==> src/rtl/button_debounce_if.sv <==
// rtl/button_debounce_if.sv - button conditioner pin/flag bundle; BUTTON_DEBOUNCE_RELEASE_LATCH_EN adds btn_rel_latched
interface button_debounce_if #(
    parameter int NUM_BTN = 8
);
    logic [NUM_BTN-1:0] btn_raw;
    logic               clr_en;
    logic [NUM_BTN-1:0] clr_mask;
    logic [NUM_BTN-1:0] btn_state;
    logic [NUM_BTN-1:0] btn_press;
    logic [NUM_BTN-1:0] btn_latched;
    logic               any_press;
`ifdef BUTTON_DEBOUNCE_RELEASE_LATCH_EN
    logic [NUM_BTN-1:0] btn_rel_latched;

    modport master (
        output btn_raw, clr_en, clr_mask,
        input  btn_state, btn_press, btn_latched, any_press, btn_rel_latched
    );
    modport slave (
        input  btn_raw, clr_en, clr_mask,
        output btn_state, btn_press, btn_latched, any_press, btn_rel_latched
    );
`else
    modport master (
        output btn_raw, clr_en, clr_mask,
        input  btn_state, btn_press, btn_latched, any_press
    );
    modport slave (
        input  btn_raw, clr_en, clr_mask,
        output btn_state, btn_press, btn_latched, any_press
    );
`endif
endinterface

==> src/rtl/button_debounce.sv <==
// rtl/button_debounce.sv - 2-flop sync, per-channel debounce, press pulse and sticky flags; BUTTON_DEBOUNCE_RELEASE_LATCH_EN adds release flags
module button_debounce #(
    parameter int NUM_BTN         = 8,
    parameter int DEBOUNCE_CYCLES = 500000,
    parameter int CNT_WIDTH       = 19,
    parameter bit ACTIVE_LOW      = 1'b1
) (
    input  logic             clk,
    input  logic             rst_n,
    button_debounce_if.slave bus
);
    localparam logic [NUM_BTN-1:0]   REL_LVL = ACTIVE_LOW ? {NUM_BTN{1'b1}} : {NUM_BTN{1'b0}};
    localparam logic [CNT_WIDTH-1:0] CNT_MAX = CNT_WIDTH'(DEBOUNCE_CYCLES - 1);

    logic [NUM_BTN-1:0]   s1_q, s1_d, s2_q, s2_d;
    logic [NUM_BTN-1:0]   state_q, state_d;
    logic [NUM_BTN-1:0]   press_q, press_d;
    logic [NUM_BTN-1:0]   latched_q, latched_d;
    logic                 any_q, any_d;
    logic [CNT_WIDTH-1:0] cnt_q [NUM_BTN];
    logic [CNT_WIDTH-1:0] cnt_d [NUM_BTN];
    logic [NUM_BTN-1:0]   pressed;
    logic [NUM_BTN-1:0]   clr;
`ifdef BUTTON_DEBOUNCE_RELEASE_LATCH_EN
    logic [NUM_BTN-1:0]   rel_q, rel_d;
`endif

    always_comb begin
        s1_d    = bus.btn_raw;
        s2_d    = s1_q;
        pressed = ACTIVE_LOW ? ~s2_q : s2_q;
        state_d = state_q;
        for (int i = 0; i < NUM_BTN; i++) begin
            cnt_d[i] = cnt_q[i];
            // Any cycle agreeing with the accepted level restarts the hold count.
            if (pressed[i] == state_q[i]) begin
                cnt_d[i] = '0;
            end else if (cnt_q[i] == CNT_MAX) begin
                state_d[i] = pressed[i];
                cnt_d[i]   = '0;
            end else begin
                cnt_d[i] = cnt_q[i] + CNT_WIDTH'(1);
            end
        end
        press_d   = state_d & ~state_q;
        clr       = {NUM_BTN{bus.clr_en}} & bus.clr_mask;
        // Set beats clear so a press landing on the clear strobe survives.
        latched_d = press_d | (latched_q & ~clr);
`ifdef BUTTON_DEBOUNCE_RELEASE_LATCH_EN
        rel_d     = (state_q & ~state_d) | (rel_q & ~clr);
        any_d     = |(latched_d | rel_d);
`else
        any_d     = |latched_d;
`endif
    end

    always_ff @(posedge clk or negedge rst_n) begin
        if (!rst_n) begin
            s1_q      <= REL_LVL;
            s2_q      <= REL_LVL;
            state_q   <= '0;
            press_q   <= '0;
            latched_q <= '0;
            any_q     <= 1'b0;
            for (int i = 0; i < NUM_BTN; i++) cnt_q[i] <= '0;
`ifdef BUTTON_DEBOUNCE_RELEASE_LATCH_EN
            rel_q     <= '0;
`endif
        end else begin
            s1_q      <= s1_d;
            s2_q      <= s2_d;
            state_q   <= state_d;
            press_q   <= press_d;
            latched_q <= latched_d;
            any_q     <= any_d;
            for (int i = 0; i < NUM_BTN; i++) cnt_q[i] <= cnt_d[i];
`ifdef BUTTON_DEBOUNCE_RELEASE_LATCH_EN
            rel_q     <= rel_d;
`endif
        end
    end

    assign bus.btn_state   = state_q;
    assign bus.btn_press   = press_q;
    assign bus.btn_latched = latched_q;
    assign bus.any_press   = any_q;
`ifdef BUTTON_DEBOUNCE_RELEASE_LATCH_EN
    assign bus.btn_rel_latched = rel_q;
`endif
endmodule
==> src/flat_wrapper.sv <==
// flat-port wrapper written by rule: the top's interface ports become plain ports
module button_debounce_flat 
#(
    parameter int NUM_BTN         = 8,
    parameter int DEBOUNCE_CYCLES = 500000,
    parameter int CNT_WIDTH       = 19,
    parameter bit ACTIVE_LOW      = 1'b1
)
  (clk, rst_n, bus_btn_raw, bus_clr_en, bus_clr_mask, bus_btn_state, bus_btn_press, bus_btn_latched, bus_any_press);
  button_debounce_if #(.NUM_BTN(NUM_BTN)) bus_i ();
  input  logic clk;
  input  logic rst_n;
  input wire logic [$bits(bus_i.btn_raw)-1:0] bus_btn_raw;
  input wire logic [$bits(bus_i.clr_en)-1:0] bus_clr_en;
  input wire logic [$bits(bus_i.clr_mask)-1:0] bus_clr_mask;
  output wire logic [$bits(bus_i.btn_state)-1:0] bus_btn_state;
  output wire logic [$bits(bus_i.btn_press)-1:0] bus_btn_press;
  output wire logic [$bits(bus_i.btn_latched)-1:0] bus_btn_latched;
  output wire logic [$bits(bus_i.any_press)-1:0] bus_any_press;
  assign bus_i.btn_raw = bus_btn_raw;
  assign bus_i.clr_en = bus_clr_en;
  assign bus_i.clr_mask = bus_clr_mask;
  assign bus_btn_state = bus_i.btn_state;
  assign bus_btn_press = bus_i.btn_press;
  assign bus_btn_latched = bus_i.btn_latched;
  assign bus_any_press = bus_i.any_press;
  button_debounce #(.NUM_BTN(NUM_BTN), .DEBOUNCE_CYCLES(DEBOUNCE_CYCLES), .CNT_WIDTH(CNT_WIDTH), .ACTIVE_LOW(ACTIVE_LOW)) u_core (.clk(clk), .rst_n(rst_n), .bus(bus_i));
endmodule
==> config.mk <==
export PLATFORM = sky130hd
export DESIGN_NAME = button_debounce_flat
export DESIGN_NICKNAME = d
export VERILOG_FILES = /design/src/rtl/button_debounce_if.sv /design/src/rtl/button_debounce.sv /design/src/flat_wrapper.sv
export SDC_FILE = /design/constraint.sdc
export NUM_CORES = 1
export LEC_CHECK = 0
export ABC_CLOCK_PERIOD_IN_PS = 2430
export CORE_ASPECT_RATIO = 1.75
export CORE_MARGIN = 2
export CORE_UTILIZATION = 40
export DETAILED_ROUTE_END_ITERATION = 12
export PLACE_DENSITY = 0.6
export REMOVE_ABC_BUFFERS = 1
export SYNTH_ARGS = -nofsm -noshare
export SYNTH_HDL_FRONTEND = slang
export SYNTH_SLANG_ARGS = --single-unit
export TNS_END_PERCENT = 20
==> constraint.sdc <==
create_clock -name clk -period 2.43 [get_ports clk]
set_input_delay 0.3645 -clock clk [delete_from_list [all_inputs] [get_ports clk]]
set_output_delay 0.3645 -clock clk [all_outputs]
set_load 0.02 [all_outputs]
==> impl_metrics.json, run 1 <==
{
  "outcome": "complete, no violations",
  "grtUsageMet3_pct": 3.70,
  "setup_violations": 0,
  "grt_max_degree": 60,
  "cts_root_buffer": "clkbuf_16",
  "min_to": "u_core.s1_q[5]",
  "comb_area_share_pct": 36.5,
  "clk_share_pct": 5.90,
  "clock_path_buffers": 2,
  "ys.flop_type": "dfrtp_1",
  "buffer_area_share_pct": 5.85,
  "synth-async-reset-ratio_pct": 100,
  "skew_ps": 7.88,
  "cp_cell_sequence": "or4b_2 -> nor4_1 -> nand4_1 -> nand2_2 -> nor2_1",
  "path_class": "reg2reg",
  "setup_tns_ps": 0,
  "drc": 0,
  "logic_family": "simple AND/OR/NAND/NOR gates",
  "io_buffer_count": 43,
  "holdBufCountCts": 1,
  "ys_top_cells_by_count": "177 x dfrtp_1, 165 x nor2_1, 69 x nand2_1, 69 x xor2_1, 67 x xnor2_1",
  "worstPathMaxFanout": 18,
  "wl_met1_um": 7190,
  "ys_sh_aoi_pct": 2.28,
  "synth-edff-count": 0,
  "grt_util_met1_pct": 18.6,
  "comb_area_um2": 3720,
  "inverters": 17,
  "syn_area_um2": 8710,
  "rr_worst_depth": 5,
  "highest_layer": "met4",
  "first_global_vias": 6191,
  "hp-start": "bus_btn_raw[5]",
  "synth_area_leader_cell": "dfrtp_1",
  "fin_ws_ps": 229,
  "area_leaders": "dfrtp_1 51%, nor2_1 7.1%, xor2_1 6.9%, xnor2_1 6.7%, dfstp_2 4.8%",
  "simple_gate_share_pct": 25.4,
  "place_ws_ps": 233,
  "die_w_um": 116,
  "slew_headroom_pct": 56.7,
  "die_y_um": 199,
  "fp_util_pct": 40.7,
  "worst_path_largest_cell_delay_ps": 640,
  "routabilityCongestion": 0.826,
  "wire_per_inst_um": 14.0,
  "post_cts_buffers": 0,
  "syn_inst": 845,
  "xor_area_share_pct": 13.7,
  "cp-endpoint": "u_core.cnt_q[67]",
  "vias_per_cell": 4.97,
  "drv_cap": 0,
  "dpl_cell_area_um2": 9580,
  "yosysChipArea_um2": 8710
}
[run 1: registers in the layout (all words and copies together), names as in the netlist]
signal	cells
u_core.bus.btn_state	8
u_core.cnt_q	152
u_core.s2_q	8
u_core.s1_q	8
u_core.bus.any_press	1
u_core.bus.btn_latched	8
u_core.bus.btn_press	8
[run 1: where the power goes]
part / switching, mW / internal [mW] / total (mW)
Sequential: 0.0413 / 3.27 / 3.31
Combinational: 0.140 / 0.0850 / 0.225
Clock: 1.29 / 1.55 / 2.84
Total: 1.47 / 4.90 / 6.37
[run 1: worst max-delay path, delay by kind of cell, from the launching register on]
| kind | cells | cell delay (ps) |
|---|---|---|
| simple gates | 5 | 1640 |
| flops | 1 | 440 |
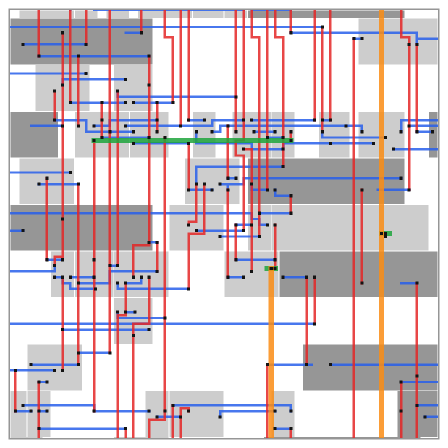
(run_1/zoom.png)
Region (45, 87) to (70, 112) um. Cells in grey, sequential cells in the stronger grey; small squares are vias.
Red is met2. Orange is met4. Blue is met1. Green is met3.
Netlist names of flops here include u_core.cnt_q (4), u_core.s2_q (1). Sequential cells in the window: 5. 30 logic cells have their middle in the window. Most frequent: xor2_1 (5), nand2_1 (4), dfrtp_1 (4).

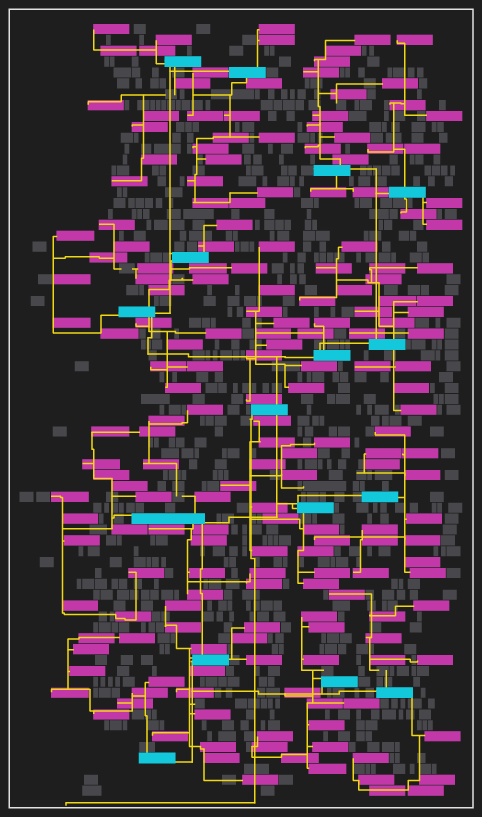
(run_1/clock_map.png)
Drawn at 4 px/um.
Cyan is cells driving clock nets, count 17. Magenta is flip-flops, count 193. Yellow is clock wires, length 2330 um.
Position of the flops: all over the die.

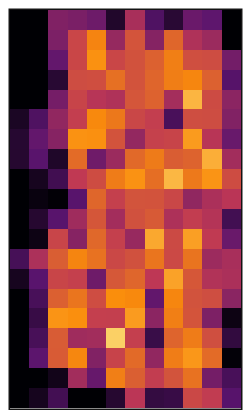
(run_1/density.png)
Drawn at 2 px/um. 12 x 20 tiles, from black (low) to pale yellow (high), 0 to 100% covered.
The mean over all tiles is 43%. 7.5% of the tiles are over 75% full. The fullest tile reaches 90%. 11% of the tiles are nearly empty.

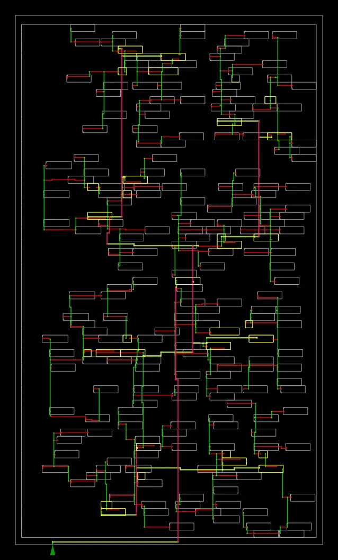
(run_1/final_clocks.png)
flop count: 193
Latency at later pin: 450 ps
Clock Sink Count: 193
Clock buffer cells: 17

## Run 2: what changed since run 1
Settings changed: ABC_CLOCK_PERIOD_IN_PS 2430 to not set.
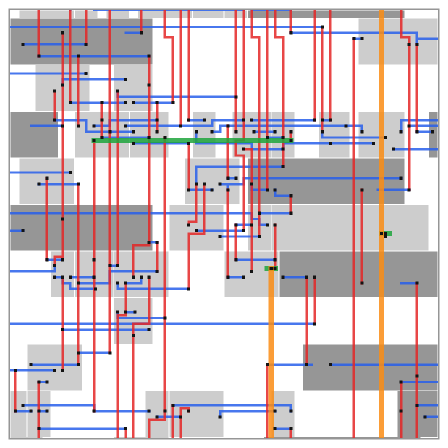
(run_2/zoom.png)
Region (45, 87) to (70, 112) um. Cells in grey, sequential cells in the stronger grey; small squares are vias.
Orange is met4. Red is met2. Blue is met1. Green is met3.
Netlist names of flops here include u_core.cnt_q (4), u_core.s2_q (1). 30 logic cells have their middle in the window. Most frequent: xor2_1 (5), nand2_1 (4), dfrtp_1 (4). Sequential cells in the window: 5.

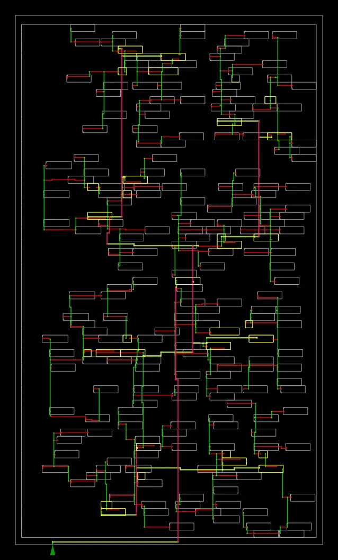
(run_2/final_clocks.png)
Layout Skew: 7.88 ps
total CTS buffers: 17
Clk power: 2.84 mW

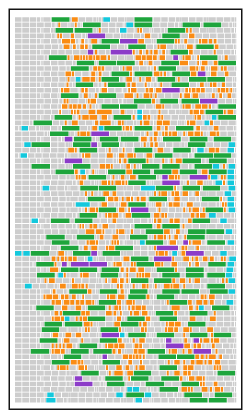
(run_2/cell_classes.png)
Drawn at 2 px/um. Fill, decap, tap and diode cells in grey.
Orange is all other logic, cells 634, share of their area 38%. Purple is clock drivers and dummy loads, cells 32, share of their area 6.1%. Cyan is other buffers and delay cells, cells 61, share of their area 6.1%. Green is flip-flops, cells 193, share of their area 49%.

==> impl_metrics.json, run 2 <==
{
  "die_y_um": 199,
  "highest_layer": "met4",
  "worst-path-stages": 5,
  "cpMaxStageDelayCell": "or4b_2",
  "cp_cell_sequence": "or4b_2 -> nor4_1 -> nand4_1 -> nand2_2 -> nor2_1",
  "simple_gate_share_pct": 25.4,
  "p_seq_share_pct": 51.9,
  "drc": 0,
  "comb_area_um2": 3720,
  "clock_path_buffers": 2,
  "internal-power_mw": 4.90,
  "fp_util_pct": 40.7,
  "outcome": "complete, no violations",
  "routabilityCongestion": 0.826,
  "drv_cap": 0,
  "clk-insertion-delay-late_ps": 450,
  "cts_root_buffer": "clkbuf_16",
  "switchingPower_mw": 1.47,
  "yosysChipArea_um2": 8710,
  "syn_inst": 845,
  "setup_violations": 0,
  "synth-edff-count": 0,
  "holdBufCountCts": 1,
  "worst_path_largest_cell_delay_ps": 640,
  "rr_worst_depth": 5,
  "syn_area_um2": 8710,
  "cellLeakagePower_nw": 4.35,
  "ys_sh_aoi_pct": 2.28,
  "hp-start": "bus_btn_raw[5]",
  "wire_per_inst_um": 14.0,
  "place_ws_ps": 233,
  "largest_register": "u_core.cnt_q",
  "grt_max_degree": 60,
  "wl_met1_um": 7190,
  "top_power_group": "sequential cells",
  "grtUsageMet3_pct": 3.70,
  "worst_ep_required_time_ps": 2750,
  "fin_ws_ps": 229,
  "lay_top_cells": "177 x dfrtp_1, 165 x nor2_1, 69 x nand2_1, 69 x xor2_1, 67 x xnor2_1",
  "path_class": "reg2reg",
  "htree_levels": 4,
  "fin_crit_sh_pct": 90.6,
  "ys.flop_type": "dfrtp_1",
  "cts_tree": "yes",
  "setup_tns_ps": 0,
  "ys_top_cells_by_count": "177 x dfrtp_1, 165 x nor2_1, 69 x nand2_1, 69 x xor2_1, 67 x xnor2_1",
  "path_buffers": 0,
  "grt_util_met1_pct": 18.6,
  "synth_area_leader_cell": "dfrtp_1",
  "end_kind": "flip-flop",
  "yosysTopAreaCellShare_pct": 50.8,
  "vias_per_cell": 4.97,
  "min_to": "u_core.s1_q[5]",
  "area_leaders": "dfrtp_1 51%, nor2_1 7.1%, xor2_1 6.9%, xnor2_1 6.7%, dfstp_2 4.8%",
  "p_clk_share_pct": 44.5,
  "xor_area_share_pct": 13.7,
  "crit_family": "simple AND/OR/NAND/NOR gates",
  "slew_headroom_pct": 56.7,
  "largest_register_ffs": 152,
  "logic_family": "simple AND/OR/NAND/NOR gates",
  "pwr-share-comb_pct": 3.5,
  "post_cts_buffers": 0,
  "io_buffer_count": 43,
  "clock_sinks": 193,
  "die_w_um": 116,
  "first_global_vias": 6191,
  "seq_power_mw": 3.31,
  "cp-endpoint": "u_core.cnt_q[67]",
  "synth-async-reset-ratio_pct": 100,
  "worstPathMaxFanout": 18,
  "swShare_pct": 23.1,
  "pg_comb_mw": 0.225,
  "route.vias.total": 6026
}
[run 2: cell counts after synthesis]
Identical to the previous run, type by type.
[run 2: final cells by class]
| class | instances | area share (%) |
|---|---|---|
| clock buffer | 17 | 4.17 |
| inverter | 17 | 0.626 |
| sequential | 193 | 47.6 |
| timing repair buffer | 61 | 5.85 |
| tap | 292 | 3.58 |
| multi-input combinational | 617 | 36.5 |
| clock inverter | 15 | 1.73 |
[run 2: through the flow]
step                total power, mW  instance area (um^2)  hold slack [ps]  util, %
floorplan                      3.44                  8630             68.9        -
global placement               3.60                  9580              345     44.8
detailed placement             3.60                  9580              347     44.8
CTS                            6.49                 10200              293     47.6
global route                   6.66                 10200              303     47.6
finish                         6.37                 10200              322     47.6
Power is estimated from default activity; no workload was simulated.
